Fig. 1: where the registers sit
Scale: 6 px per µm. Other sequential cells in the stronger gray, the rest of the logic in the fainter gray.
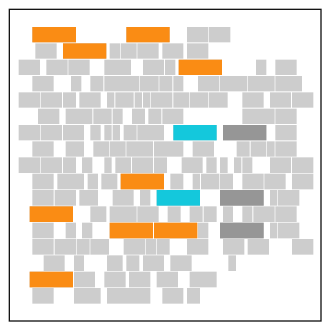
Fig. 2: port wiring
Scale: 10 px per µm.
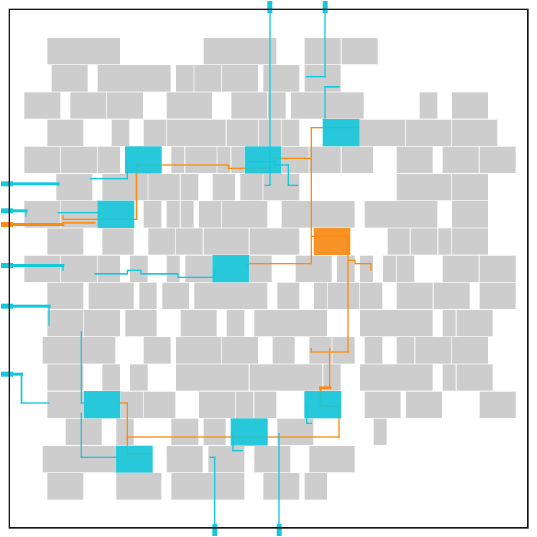
Fig. 3: clock distribution
Scale: 6 px per µm.
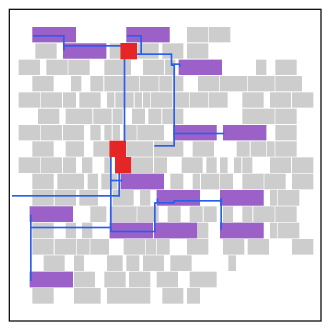
Fig. 4: cell placement
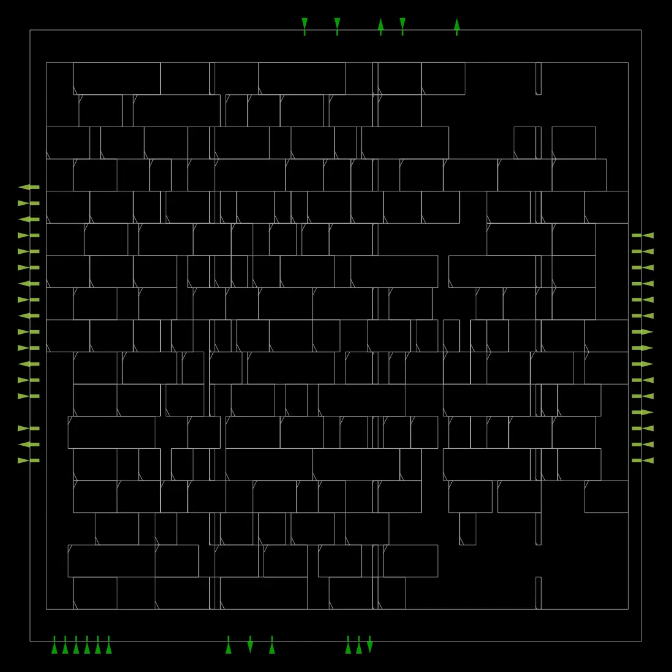
Fig. 5: placed cells, one color a class
Scale: 6 px per µm.
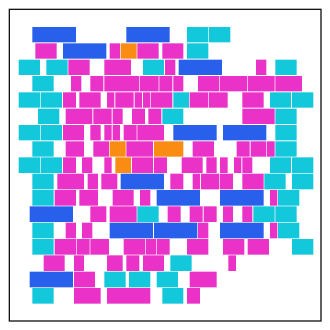
===== src/rtl/fetch_pkg.sv =====
// Shared widths, opcode encodings, sequencer states and flag layout for the fetch path.
package fetch_pkg;

    localparam int PC_W   = 9;
    localparam int INST_W = 20;
    localparam int CNT_W  = 16;
    localparam int OP_W   = 5;

    localparam logic [OP_W-1:0] OP_CMP  = 5'b00110;
    localparam logic [OP_W-1:0] OP_BE   = 5'b00111;
    localparam logic [OP_W-1:0] OP_BL   = 5'b01000;
    localparam logic [OP_W-1:0] OP_BG   = 5'b01001;
    localparam logic [OP_W-1:0] OP_BA   = 5'b01010;
    localparam logic [OP_W-1:0] OP_DONE = 5'b01110;

    typedef enum logic [1:0] {
        IDLE = 2'd0,
        RUN  = 2'd1,
        HALT = 2'd2
    } fetch_state_t;

    typedef struct packed {
        logic eq;
        logic lt;
        logic gt;
    } flags_t;

endpackage


===== src/rtl/branch_resolve.sv =====
// Combinational branch decision and next-pc selection for one fetched instruction.
module branch_resolve
    import fetch_pkg::*;
(
    input  logic [OP_W-1:0] opcode,
    input  flags_t          flags,
    input  logic [PC_W-1:0] pc,
    input  logic [PC_W-1:0] offset,
    output logic            taken,
    output logic [PC_W-1:0] next_pc
);

    always_comb begin
        taken = 1'b0;
        case (opcode)
            OP_BE:   taken = flags.eq;
            OP_BL:   taken = flags.lt;
            OP_BG:   taken = flags.gt;
            OP_BA:   taken = 1'b1;
            default: taken = 1'b0;
        endcase
    end

    // Only the low PC_W offset bits matter: the add is modulo 2^PC_W.
    assign next_pc = taken ? (pc + offset) : (pc + PC_W'(1));

endmodule


===== src/rtl/fetch_ctrl.sv =====
// Program counter / fetch sequencer with compare flags and branch resolution.
// Optional executed-instruction counter enabled by defining FETCH_CYCLE_CNT_EN.
module fetch_ctrl
    import fetch_pkg::*;
(
    input  logic              Clk,
    input  logic              Reset_n,
    input  logic              Start,
    input  logic [PC_W-1:0]   StartAddr,
    input  logic [INST_W-1:0] Inst,
    input  logic              AluEq,
    input  logic              AluLt,
    input  logic              AluGt,
    output logic [PC_W-1:0]   Iptr,
    output logic              Run,
    output logic              Done,
    output logic              FlagEq,
    output logic              FlagLt,
    output logic              FlagGt
`ifdef FETCH_CYCLE_CNT_EN
    ,
    output logic [CNT_W-1:0]  CycleCnt
`endif
);

    fetch_state_t    state, state_n;
    logic [PC_W-1:0] pc, pc_n, br_pc;
    flags_t          flags, flags_n;
    logic            taken;
    logic            start_ok;
    logic [OP_W-1:0] opcode;
    logic            unused_ok;

    assign opcode    = Inst[INST_W-1 -: OP_W];
    assign start_ok  = Start && ((state == IDLE) || (state == HALT));
    assign unused_ok = ^{Inst[INST_W-OP_W-1:PC_W], taken};

    branch_resolve u_branch_resolve (
        .opcode  (opcode),
        .flags   (flags),
        .pc      (pc),
        .offset  (Inst[PC_W-1:0]),
        .taken   (taken),
        .next_pc (br_pc)
    );

    always_comb begin
        state_n = state;
        pc_n    = pc;
        flags_n = flags;
        case (state)
            IDLE, HALT: begin
                if (start_ok) begin
                    pc_n    = StartAddr;
                    flags_n = '0;
                    state_n = RUN;
                end
            end
            RUN: begin
                pc_n = br_pc;
                if (opcode == OP_CMP) begin
                    flags_n = {AluEq, AluLt, AluGt};
                end
                if (opcode == OP_DONE) begin
                    pc_n    = pc;
                    state_n = HALT;
                end
            end
            default: state_n = IDLE;
        endcase
    end

    always_ff @(posedge Clk) begin
        if (!Reset_n) begin
            state <= IDLE;
            pc    <= '0;
            flags <= '0;
        end else begin
            state <= state_n;
            pc    <= pc_n;
            flags <= flags_n;
        end
    end

    assign Iptr   = pc;
    assign Run    = (state == RUN);
    assign Done   = (state == HALT);
    assign FlagEq = flags.eq;
    assign FlagLt = flags.lt;
    assign FlagGt = flags.gt;

`ifdef FETCH_CYCLE_CNT_EN
    logic [CNT_W-1:0] cnt;

    always_ff @(posedge Clk) begin
        if (!Reset_n || start_ok) begin
            cnt <= '0;
        end else if ((state == RUN) && (cnt != '1)) begin
            cnt <= cnt + CNT_W'(1);
        end
    end

    assign CycleCnt = cnt;
`endif

endmodule

===== config.mk =====
export PLATFORM = sky130hd
export DESIGN_NAME = fetch_ctrl
export DESIGN_NICKNAME = d
export VERILOG_FILES = /design/src/rtl/fetch_pkg.sv /design/src/rtl/branch_resolve.sv /design/src/rtl/fetch_ctrl.sv
export SDC_FILE = /design/constraint.sdc
export NUM_CORES = 1
export LEC_CHECK = 0
export ABC_AREA = 0
export CORE_UTILIZATION = 45
export DETAILED_ROUTE_END_ITERATION = 10
export GPL_TIMING_DRIVEN = 1
export PLACE_DENSITY = 0.95
export SLEW_MARGIN = 30
export SYNTH_ARGS = -nofsm -noshare
export SYNTH_HDL_FRONTEND = slang
export SYNTH_HIERARCHICAL = 1
export SYNTH_SLANG_ARGS = --single-unit
export TNS_END_PERCENT = 50

===== constraint.sdc =====
create_clock -name Clk -period 4.9 [get_ports Clk]
set_clock_uncertainty 0.05 [all_clocks]
set_input_delay 0.98 -clock Clk [delete_from_list [all_inputs] [get_ports Clk]]
set_output_delay 0.98 -clock Clk [all_outputs]
set_load 0.005 [all_outputs]

==> flow_metrics.py <==
# Flow results
metrics = {
    "placement": {
        "dp_cells": 186,
        "placedInstanceArea_um2": 1540,
        "io_buffers": 42,
        "dp_hpwl_um": 2150,
        "gp_congestion": 0.838,
        "place_ws_ns": 0.719,
    },
    "pwr": {
        "seqPwrFrac_pct": 39.3,
        "clock_power_share_pct": 24.8,
        "maxPowerGroup": "registers",
        "p_total_uw": 338,
        "netSwitchingFraction_pct": 28.9,
        "power.internal_uw": 240,
        "p_seq_uw": 133,
        "power_leakage_nw": 0.718,
        "combinationalPower_uw": 121,
    },
    "detailed_routing": {
        "wl_per_cell_um": 14.9,
        "avgViaCountPerCell": 5.81,
        "met1_length_um": 1200,
        "drtAntennaViolNets": 0,
        "drt_iter0_markers": 28,
        "wl_met3_um": 184,
        "route.detailed.drc": 0,
    },
    "synth": {
        "avgSynthCellArea_um2": 9.19,
        "adder_share_pct": 10.8,
        "ys_sh_aoi_pct": 17.7,
        "edf_count": 0,
        "yosys-stat-area_um2": 1110,
        "ys_cells": 121,
        "yosys_warnings": 6,
        "synth_top_area_share_pct": 25.2,
        "top_cell": "dfxtp_1",
        "syn_inst": 121,
        "synth.area.mux_share_pct": 10.8,
        "synth_async_sr_flop_share_pct": 0,
        "ys_ff": 14,
        "synth_top_cell_by_area": "dfxtp_1",
        "postSynthSeqShare_pct": 25.2,
        "topCellsByArea": "dfxtp_1, mux2i_1, ha_1",
    },
    "critical_path": {
        "critPathTopFamily": "AND-OR/OR-AND gates",
        "critPathBufInv": 2,
        "crit_arrival_ns": 4.04,
        "r2r_setup_slack_ns": 1.87,
        "required_ns": 5.02,
        "cpPeakStageDelay_ns": 0.59,
        "crit_path_start_kind": "primary input",
        "r2r-start": "FlagGt",
        "critPathLaunch": "Inst[18]",
    },
    "sta": {
        "worst_pin_slew_ns": 0.604,
        "tns_ns": 0,
        "clock.fmax_mhz": 255,
        "slew_headroom_pct": 59.6,
        "setup_viol": 0,
        "fin_crit_ns": 3.92,
        "whs_ns": 0.451,
        "rsz0062_at_grt": "false",
        "timing.final.max_slew_violations": 0,
    },
    "cells_and_area": {
        "biggestCellCategory": "multi-input combinational cells",
        "buf_share_pct": 27.2,
        "comb_cells": 100,
        "clockBufferCount": 4,
        "drive_gt1_share_pct": 7.41,
        "area_growth_pct": 41.3,
        "largest_reg_flops": 9,
        "mostFrequentLayoutCells": "clkdlybuf4s50_1, dfxtp_1, nand3_1",
        "antenna_cells": 0,
        "final_common_cell": "clkdlybuf4s50_1",
        "nNetsFinal": 207,
    },
    "global_routing": {
        "grt.overflow.total": 0,
        "use_met2_pct": 42.0,
        "busiest_layer": "met2",
        "grtUsageMet1_pct": 26.9,
    },
    "clocking": {
        "clkLatencyLatePin_ns": 0.28,
        "clk_pin_slew_ns": 0.09,
        "post-cts-setup-buffer-count": 0,
        "holdBufCountCts": 0,
        "clockBufferDepth": 2,
        "cts-root-buf": "clkbuf_4",
    },
    "floorplanning": {
        "ios": 49,
        "die_w_um": 51.7,
        "die_h_um": 51.7,
    },
    "worst_hold_path": {
        "min_to": "FlagLt",
        "hold_depth": 2,
        "hp-start": "FlagLt",
    },
    "job": {
        "warnings": 32,
        "timing.max_cap.violations": 0,
    },
    "run_status": {
        "outcome": "completed",
    },
}
Back to the opening pictures, Fig. 1:
state -> cyan  # flops 2
Iptr -> orange  # flops 9
not colored = 3
Seq. cell area: 280 µm²
sequential share of cell area: 17.8%
final core utilization: 69.0%

Back to the opening pictures, Fig. 2:
Run -> orange  # direction output, edge left, end cells 1, buffers 1, wire 130 µm
StartAddr -> cyan  # direction input, edge 5 left, 2 bottom, 2 top, end cells 9, buffers 9, wire 123 µm

Back to the opening pictures, Fig. 3:
flip-flops -> purple  # count 14
cells driving clock nets -> red  # count 3
clock wires -> blue  # length 172 µm
routed clock nets = 4

Back to the opening pictures, Fig. 4:
# rows: 17
Final Non-Filler Cells: 190
flop count: 14
Fillers: 187
core area: 2280 µm²

Back to the opening pictures, Fig. 5:
all other logic -> magenta  # cells 101
flip-flops -> blue  # cells 14
clock drivers and dummy loads -> orange  # cells 4
other buffers and delay cells -> cyan  # cells 43

Power is estimated from default activity; no workload was simulated.
